[src/rtl/tff_pkg.sv]
// Shared types and helpers for the toggle-flip-flop counter.
package tff_pkg;

  localparam int unsigned MAX_WIDTH = 16;

  localparam logic DIR_UP = 1'b1;
  localparam logic DIR_DN = 1'b0;

  typedef enum logic [1:0] {
    OP_HOLD,
    OP_COUNT,
    OP_LOAD,
    OP_SET
  } op_e;

  // Out-of-range load values saturate to the top of the count range.
  function automatic logic [MAX_WIDTH-1:0] clamp_to_mod(input logic [MAX_WIDTH-1:0] v,
                                                        input int unsigned modulus);
    if (32'(v) < modulus) return v;
    return MAX_WIDTH'(modulus - 1);
  endfunction

endpackage

[src/rtl/tff_counter_if.sv]
// Control and status bundle of the tff_counter.
interface tff_counter_if #(
  parameter int unsigned WIDTH = 4
);
  logic             en;
  logic             up_dn;
  logic             set;
  logic             load;
  logic [WIDTH-1:0] load_val;
  logic [WIDTH-1:0] q;
  logic [WIDTH-1:0] qbar;
  logic             tc;
  logic             ovf;

  modport master (
    output en, up_dn, set, load, load_val,
    input  q, qbar, tc, ovf
  );

  modport slave (
    input  en, up_dn, set, load, load_val,
    output q, qbar, tc, ovf
  );
endinterface

[src/rtl/tff_bit.sv]
// One T flip-flop with synchronous load and async active-low reset.
module tff_bit (
  input  logic clk,
  input  logic reset,
  input  logic t,
  input  logic ld,
  input  logic d,
  output logic q,
  output logic qbar
);

  always_ff @(posedge clk or negedge reset) begin
    if (!reset)  q <= 1'b0;
    else if (ld) q <= d;
    else if (t)  q <= ~q;
  end

  assign qbar = ~q;

endmodule

[src/rtl/tff_counter.sv]
// Modulo up/down counter built from per-bit T cells; tc is combinational, ovf registered.
// Define TFF_COUNTER_SATURATE_EN to saturate at the range limits instead of wrapping.
module tff_counter
  import tff_pkg::*;
#(
  parameter int unsigned WIDTH = 4,
  parameter int unsigned MOD   = 2 ** WIDTH
) (
  input logic           clk,
  input logic           reset,
  tff_counter_if.slave  bus
);

  localparam logic [WIDTH-1:0] MAX_VAL = WIDTH'(MOD - 1);

  logic [WIDTH-1:0] q;
  logic [WIDTH-1:0] qbar_w;
  logic [WIDTH-1:0] q_next;
  logic [WIDTH-1:0] t;
  logic             ld;
  logic             at_max;
  logic             at_zero;
  logic             ovf_q;
  op_e              op;

  assign at_max  = (q == MAX_VAL);
  assign at_zero = (q == '0);

  // Priority select: set > load > count > hold
  always_comb begin
    op = OP_HOLD;
    if (bus.set)       op = OP_SET;
    else if (bus.load) op = OP_LOAD;
    else if (bus.en)   op = OP_COUNT;
  end

  always_comb begin
    q_next = q;
    case (op)
      OP_SET:  q_next = MAX_VAL;
      OP_LOAD: q_next = WIDTH'(clamp_to_mod(MAX_WIDTH'(bus.load_val), MOD));
      OP_COUNT: begin
        case (bus.up_dn)
          DIR_UP: begin
`ifdef TFF_COUNTER_SATURATE_EN
            q_next = at_max ? q : q + WIDTH'(1);
`else
            q_next = at_max ? '0 : q + WIDTH'(1);
`endif
          end
          DIR_DN: begin
`ifdef TFF_COUNTER_SATURATE_EN
            q_next = at_zero ? q : q - WIDTH'(1);
`else
            q_next = at_zero ? MAX_VAL : q - WIDTH'(1);
`endif
          end
          default: q_next = q;
        endcase
      end
      default: q_next = q;
    endcase
  end

  // Counting toggles only the bits that change; set/load use the direct load path
  always_comb begin
    t  = '0;
    ld = 1'b0;
    if (op == OP_COUNT)                    t  = q_next ^ q;
    if (op == OP_SET || op == OP_LOAD)     ld = 1'b1;
  end

  for (genvar i = 0; i < int'(WIDTH); i++) begin : g_bit
    tff_bit u_bit (
      .clk  (clk),
      .reset(reset),
      .t    (t[i]),
      .ld   (ld),
      .d    (q_next[i]),
      .q    (q[i]),
      .qbar (qbar_w[i])
    );
  end

  assign bus.tc = bus.en & ((bus.up_dn & at_max) | (~bus.up_dn & at_zero));

  always_ff @(posedge clk or negedge reset) begin
    if (!reset) begin
      ovf_q <= 1'b0;
    end else begin
`ifdef TFF_COUNTER_SATURATE_EN
      ovf_q <= 1'b0;
`else
      ovf_q <= (op == OP_COUNT) & bus.tc;
`endif
    end
  end

  assign bus.q    = q;
  assign bus.qbar = qbar_w;
  assign bus.ovf  = ovf_q;

endmodule

[src/flat_wrapper.sv]
// flat-port wrapper written by rule: the top's interface ports become plain ports
module tff_counter_flat import tff_pkg::*;
#(
  parameter int unsigned WIDTH = 4,
  parameter int unsigned MOD   = 2 ** WIDTH
)
  (clk, reset, bus_en, bus_up_dn, bus_set, bus_load, bus_load_val, bus_q, bus_qbar, bus_tc, bus_ovf);
  tff_counter_if #(.WIDTH(WIDTH)) bus_i ();
  input logic clk;
  input logic reset;
  input wire logic [$bits(bus_i.en)-1:0] bus_en;
  input wire logic [$bits(bus_i.up_dn)-1:0] bus_up_dn;
  input wire logic [$bits(bus_i.set)-1:0] bus_set;
  input wire logic [$bits(bus_i.load)-1:0] bus_load;
  input wire logic [$bits(bus_i.load_val)-1:0] bus_load_val;
  output wire logic [$bits(bus_i.q)-1:0] bus_q;
  output wire logic [$bits(bus_i.qbar)-1:0] bus_qbar;
  output wire logic [$bits(bus_i.tc)-1:0] bus_tc;
  output wire logic [$bits(bus_i.ovf)-1:0] bus_ovf;
  assign bus_i.en = bus_en;
  assign bus_i.up_dn = bus_up_dn;
  assign bus_i.set = bus_set;
  assign bus_i.load = bus_load;
  assign bus_i.load_val = bus_load_val;
  assign bus_q = bus_i.q;
  assign bus_qbar = bus_i.qbar;
  assign bus_tc = bus_i.tc;
  assign bus_ovf = bus_i.ovf;
  tff_counter #(.WIDTH(WIDTH), .MOD(MOD)) u_core (.clk(clk), .reset(reset), .bus(bus_i));
endmodule
[config.mk]
export PLATFORM = sky130hd
export DESIGN_NAME = tff_counter_flat
export DESIGN_NICKNAME = d
export VERILOG_FILES = /design/src/rtl/tff_pkg.sv /design/src/rtl/tff_counter_if.sv /design/src/rtl/tff_bit.sv /design/src/rtl/tff_counter.sv /design/src/flat_wrapper.sv
export SDC_FILE = /design/constraint.sdc
export NUM_CORES = 1
export LEC_CHECK = 0
export ABC_AREA = 1
export CORE_AREA = 4 4 41 43
export CTS_CLUSTER_DIAMETER = 80
export CTS_CLUSTER_SIZE = 30
export DETAILED_ROUTE_END_ITERATION = 8
export DIE_AREA = 0 0 45 47
export PLACE_DENSITY = 0.68
export SYNTH_ARGS = -nofsm -noshare
export SYNTH_HDL_FRONTEND = slang
export SYNTH_SLANG_ARGS = --single-unit
[constraint.sdc]
create_clock -name clk -period 3.75 [get_ports clk]
set_clock_uncertainty 0.15 [all_clocks]
set_input_delay 1.125 -clock clk [delete_from_list [all_inputs] [get_ports clk]]
set_output_delay 1.125 -clock clk [all_outputs]
set_load 0.005 [all_outputs]
Figure 1. I/O nets highlighted (run 1).
(6 px per um)
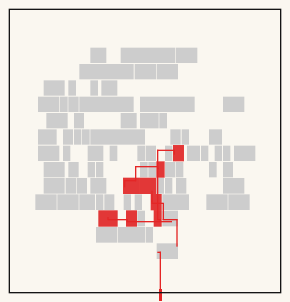
| colour | port | direction | edge | end cells | wire |
|---|---|---|---|---|---|
| red | `bus_up_dn` | input | bottom | 8 | 56.6 um |
Top Ports: 20
PortBufs: 19

Figure 2. Wiring by layer (run 1).
(6 px per um) Two of the layers only.
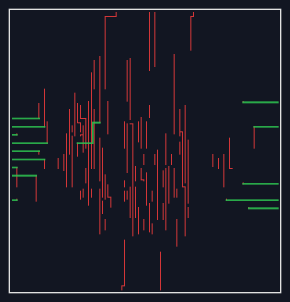
| colour | layer | wire length |
|---|---|---|
| green | M3 | 66.9 um |
| red | M2 | 480 um |
Tot GR Track Use: 11.3%
WL final: 1020 um
WL/cell: 10.4 um
via count: 451

==> results_dict.tcl, run 1 <==
# metrics dict for downstream scripts
set metrics [dict create \
    via_per_inst 4.60 \
    met2WireLength_um 479 \
    cts_tree "done" \
    crit_buf_inv 2 \
    layout_top_cells "clkdlybuf4s50_1 (18), nand2_1 (11), inv_1 (10)" \
    max_freq_mhz 288 \
    sh_seq_area_pct 19.6 \
    synthTopLogicFamily "simple AND/OR/NAND/NOR gates" \
    crit_path_end_kind "primary output" \
    crit_start "bus_up_dn" \
    synthCells 68 \
    xor_share_pct 1.89 \
    crit_chain "clkdlybuf4s50_1 > a21oi_1 > a21o_1 > nor2_1 > dlygate4sd2_1" \
    m1WireLength_um 470 \
    fp_util_pct 35.6 \
    post_cts_resized 1 \
    cts_sinks 5 \
    dieArea_um2 2120 \
    slew_headroom_pct 80.5 \
    grt_util_met2_pct 18.1 \
    numSynthFlops 5 \
    dp.final_hpwl_um 841 \
    adder_share_pct 5.41 \
    min_path_type "reg2reg" \
    cts_max_level 1 \
    areaGrowthSynthToFinish_pct 38.1 \
    tool_warnings 27 \
    required_ns 2.47 \
    cp.depth 5 \
    syn_area_um2 463 \
    first_iter_violations 5 \
    grt_pass1_vias 429 \
    finalCriticalPeriod_ns 3.47 \
    min-delay-start "u_core.g_bit[3].u_bit.q" \
    sw_frac_of_total_pct 29.3 \
    clockPowerShare_pct 32.1 \
    regArea_um2 125 \
    grt_antenna_before_repair 0 \
    status "finished clean" \
    power_leakage_nw 0.316 \
    synth_top_area_share_pct 27.0 \
    clk_pin_slew_ns 0.04 \
    finalClockPeriodUsage_pct 92.5 \
    power-per-cell-area_nw_per_um2 298 \
    arrival_ns 2.19 \
    critPathMaxFanout 3 \
    n_all_inverters 11 \
]
Figure 3. Placement view (run 1).
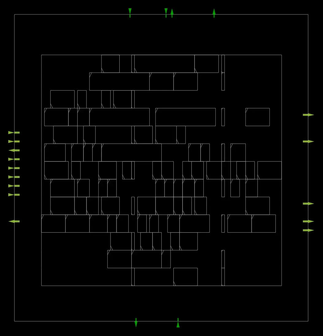
row count: 13
Post-Layout Cell Count: 98
area of the core: 1300 um^2

run 1: synth_stat cells:
master / number
nand3_1: 9
a21oi_2: 1
nand2_1: 11
a21oi_1: 5
dfrtp_1: 5
o211ai_1: 1
ha_1: 2
buf_2: 1
inv_2: 1
buf_4: 8
inv_1: 10
xnor2_1: 1
a22oi_1: 3
nor2_2: 1
nand4_1: 1
nor2_1: 6
a21o_1: 1
o21ai_0: 1
run 1: through the flow:
stage	utilization, %	setup WS [ns]
floorplan	-	0.882
global placement	47.2	0.0149
global route	49.1	0.207
detailed placement	47.2	0.0126
finish	49.1	0.281
CTS	49.1	0.275
run 1: sequential cells by signal, summed over array words and instances, names as in the netlist:
| name | count |
|---|---|
| u_core.g_bit.u_bit.q | 4 |
| u_core.bus.ovf | 1 |
==> run 2: changes to the inputs <==
--- a/config.mk
+++ b/config.mk
@@ -12,6 +12,7 @@
 export DETAILED_ROUTE_END_ITERATION = 8
 export DIE_AREA = 0 0 45 47
 export PLACE_DENSITY = 0.68
+export SKIP_LAST_GASP = 1
 export SYNTH_ARGS = -nofsm -noshare
 export SYNTH_HDL_FRONTEND = slang
 export SYNTH_SLANG_ARGS = --single-unit
Figure 4. Pin placement (run 2).
(10 px per um) Pins as bars across the die edge, other pins in grey.
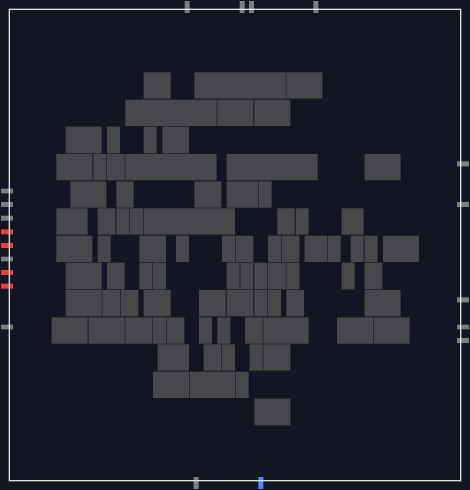
| colour | port | pins | direction | edge |
|---|---|---|---|---|
| blue | `bus_up_dn` | 1 | input | bottom |
| red | `bus_load_val` | 4 | input | left |
die height: 47 um
die span in x: 45 um

Figure 5. The metal 2 layer (run 2).
(10 px per um)
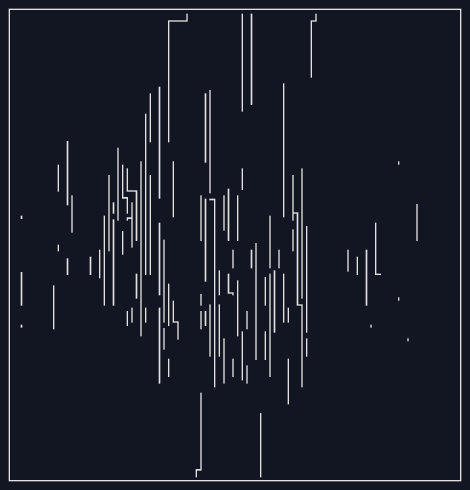
share of all routed wire: 47%
nets with wire on the layer: 76
longest straight run: 18.7 um
wire length on this layer: 480 um
met2 Use GR: 18.1%

==> run 2 against run 1 <==
- core utilization unchanged
- sequential share of layout area unchanged
- synthesized cell count unchanged
- setup slack unchanged
- count of clock-buffer cells in the layout unchanged
- die area unchanged
- critical endpoint unchanged
- cell count unchanged
- first-iteration DRC count unchanged
==> results_dict.tcl, run 2 <==
# metrics dict for downstream scripts
set metrics [dict create \
    tool_warnings 27 \
    xor_share_pct 1.89 \
    grt_usage_pct 11.3 \
    adder_share_pct 5.41 \
    numSynthFlops 5 \
    synth_top_area_share_pct 27.0 \
    layout_top_cells "clkdlybuf4s50_1 (18), nand2_1 (11), inv_1 (10)" \
    min_path_type "reg2reg" \
    grt_pass1_vias 429 \
    status "finished clean" \
    dp.final_hpwl_um 841 \
    vias 451 \
    slew_headroom_pct 80.5 \
    arrival_ns 2.19 \
    synth-async-reset-ratio_pct 100 \
    dieArea_um2 2120 \
    top_register "u_core.g_bit.u_bit.q" \
    largest_register_ffs 4 \
    grt_antenna_before_repair 0 \
    edf_count 0 \
    io_buffers 19 \
    first_iter_violations 5 \
    sw_frac_of_total_pct 29.3 \
    wl_per_cell_um 10.4 \
    setup_slack_ns 0.281 \
    finalCriticalPeriod_ns 3.47 \
]
[run 2: what timing repair did]
action                                 4_1_cts  5_1_grt
resized                                      1        0
endpoints found under the hold margin        0        0
setup endpoints to repair                    1        0
hold buffers                                 0        0
[run 2: layout make-up]
| class | instances | area [um^2] | area share (%) |
|---|---|---|---|
| repair buffers | 20 | 196 | 30.7 |
| inverters | 11 | 41.3 | 6.46 |
| flip-flops and latches | 5 | 125 | 19.6 |
| well taps | 15 | 18.8 | 2.94 |
| multi-input cells | 43 | 231 | 36.2 |
| clock buffers | 4 | 26.3 | 4.11 |
[run 2: cell families (layout without fill, tap and decap cells)]
kind of cell    count (synthesis)  count (layout)
flops                           5               5
simple gates                   28              28
fa+ha+maj                       2               2
xor+xnor                        1               1
compound gates                 12              12
buf+inv                        20              35
==> run 3: changes to the inputs <==
--- a/config.mk
+++ b/config.mk
@@ -8,11 +8,12 @@
 export ABC_AREA = 1
 export CORE_AREA = 4 4 41 43
 export CTS_CLUSTER_DIAMETER = 80
-export CTS_CLUSTER_SIZE = 30
+export CTS_CLUSTER_SIZE = 28
 export DETAILED_ROUTE_END_ITERATION = 8
 export DIE_AREA = 0 0 45 47
 export PLACE_DENSITY = 0.68
 export SKIP_LAST_GASP = 1
+export SLEW_MARGIN = 10
 export SYNTH_ARGS = -nofsm -noshare
 export SYNTH_HDL_FRONTEND = slang
 export SYNTH_SLANG_ARGS = --single-unit
Figure 6. Wiring by layer (run 3).
(6 px per um) Two of the layers only.
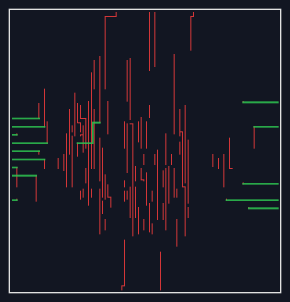
| colour | layer | wire length |
|---|---|---|
| green | M3 | 66.9 um |
| red | M2 | 480 um |

==> run 3 against run 2 <==
- via count unchanged
- sequential share of layout area unchanged
- cell area unchanged
- first-iteration DRC count unchanged
==> results_dict.tcl, run 3 <==
# metrics dict for downstream scripts
set metrics [dict create \
    clk_pin_slew_ns 0.04 \
    ioPinCount 20 \
    logic_gates 43 \
    nNonClkBuffers 20 \
    comb_area_share_pct 36.2 \
    layout_top_cells "clkdlybuf4s50_1 (18), nand2_1 (11), inv_1 (10)" \
    min-delay-start "u_core.g_bit[3].u_bit.q" \
    crit_start "bus_up_dn" \
    instances_no_fill 98 \
    dieArea_um2 2120 \
    slew_headroom_pct 80.5 \
    status "finished clean" \
    clock_area_share_pct 4.11 \
    critPathMaxFanout 3 \
    arrival_ns 2.19 \
    grt_antenna_before_repair 0 \
    grt_pass1_vias 429 \
    common_cells "nand2_1 (11), inv_1 (10), nand3_1 (9), buf_4 (8), nor2_1 (6)" \
    logic_area_um2 231 \
    sw_frac_of_total_pct 29.3 \
    max_freq_mhz 288 \
    syn_area_um2 463 \
    xor_share_pct 1.89 \
    cts_max_level 1 \
    areaGrowthSynthToFinish_pct 38.1 \
    edf_count 0 \
    synthCells 68 \
    ff_type "dfrtp_1" \
    wl_per_cell_um 10.4 \
    taps 15 \
    numSynthFlops 5 \
]
Figure 7. The metal 2 layer (run 3).
(10 px per um)
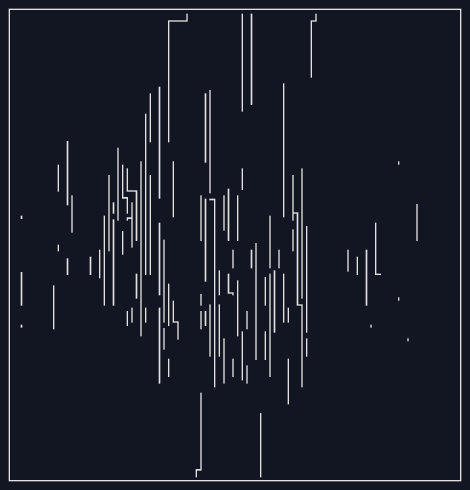
nets with wire on the layer: 76
longest straight run: 18.7 um
wire length on this layer: 480 um

run 3: what timing repair did:
item / CTS / global route
setup endpoints to repair: 1 / 0
resized: 1 / 0
hold buffers: 0 / 0
run 3: cell families (layout without fill, tap and decap cells):
logic type,Yosys count,in the layout
buf+inv,20,35
fa+ha+maj,2,2
xor+xnor,1,1
simple gates,28,28
compound gates,12,12
flops,5,5
run 3: critical path: stages:
cell	delay (ns)
clkdlybuf4s50_1	0.50
a21oi_1	0.06
a21o_1	0.18
nor2_1	0.09
dlygate4sd2_1	0.24
run 3: per-layer routing:
| metal | share of wire, % | up-vias |
|---|---|---|
| li1 | - | 243 |
| met1 | 46 | 192 |
| met2 | 47 | 16 |
| met3 | 6.5 | 0 |
| met5 | 0 | - |
| met4 | 0 | 0 |
Power figures rest on the tool's default switching activity, not on a simulated workload.
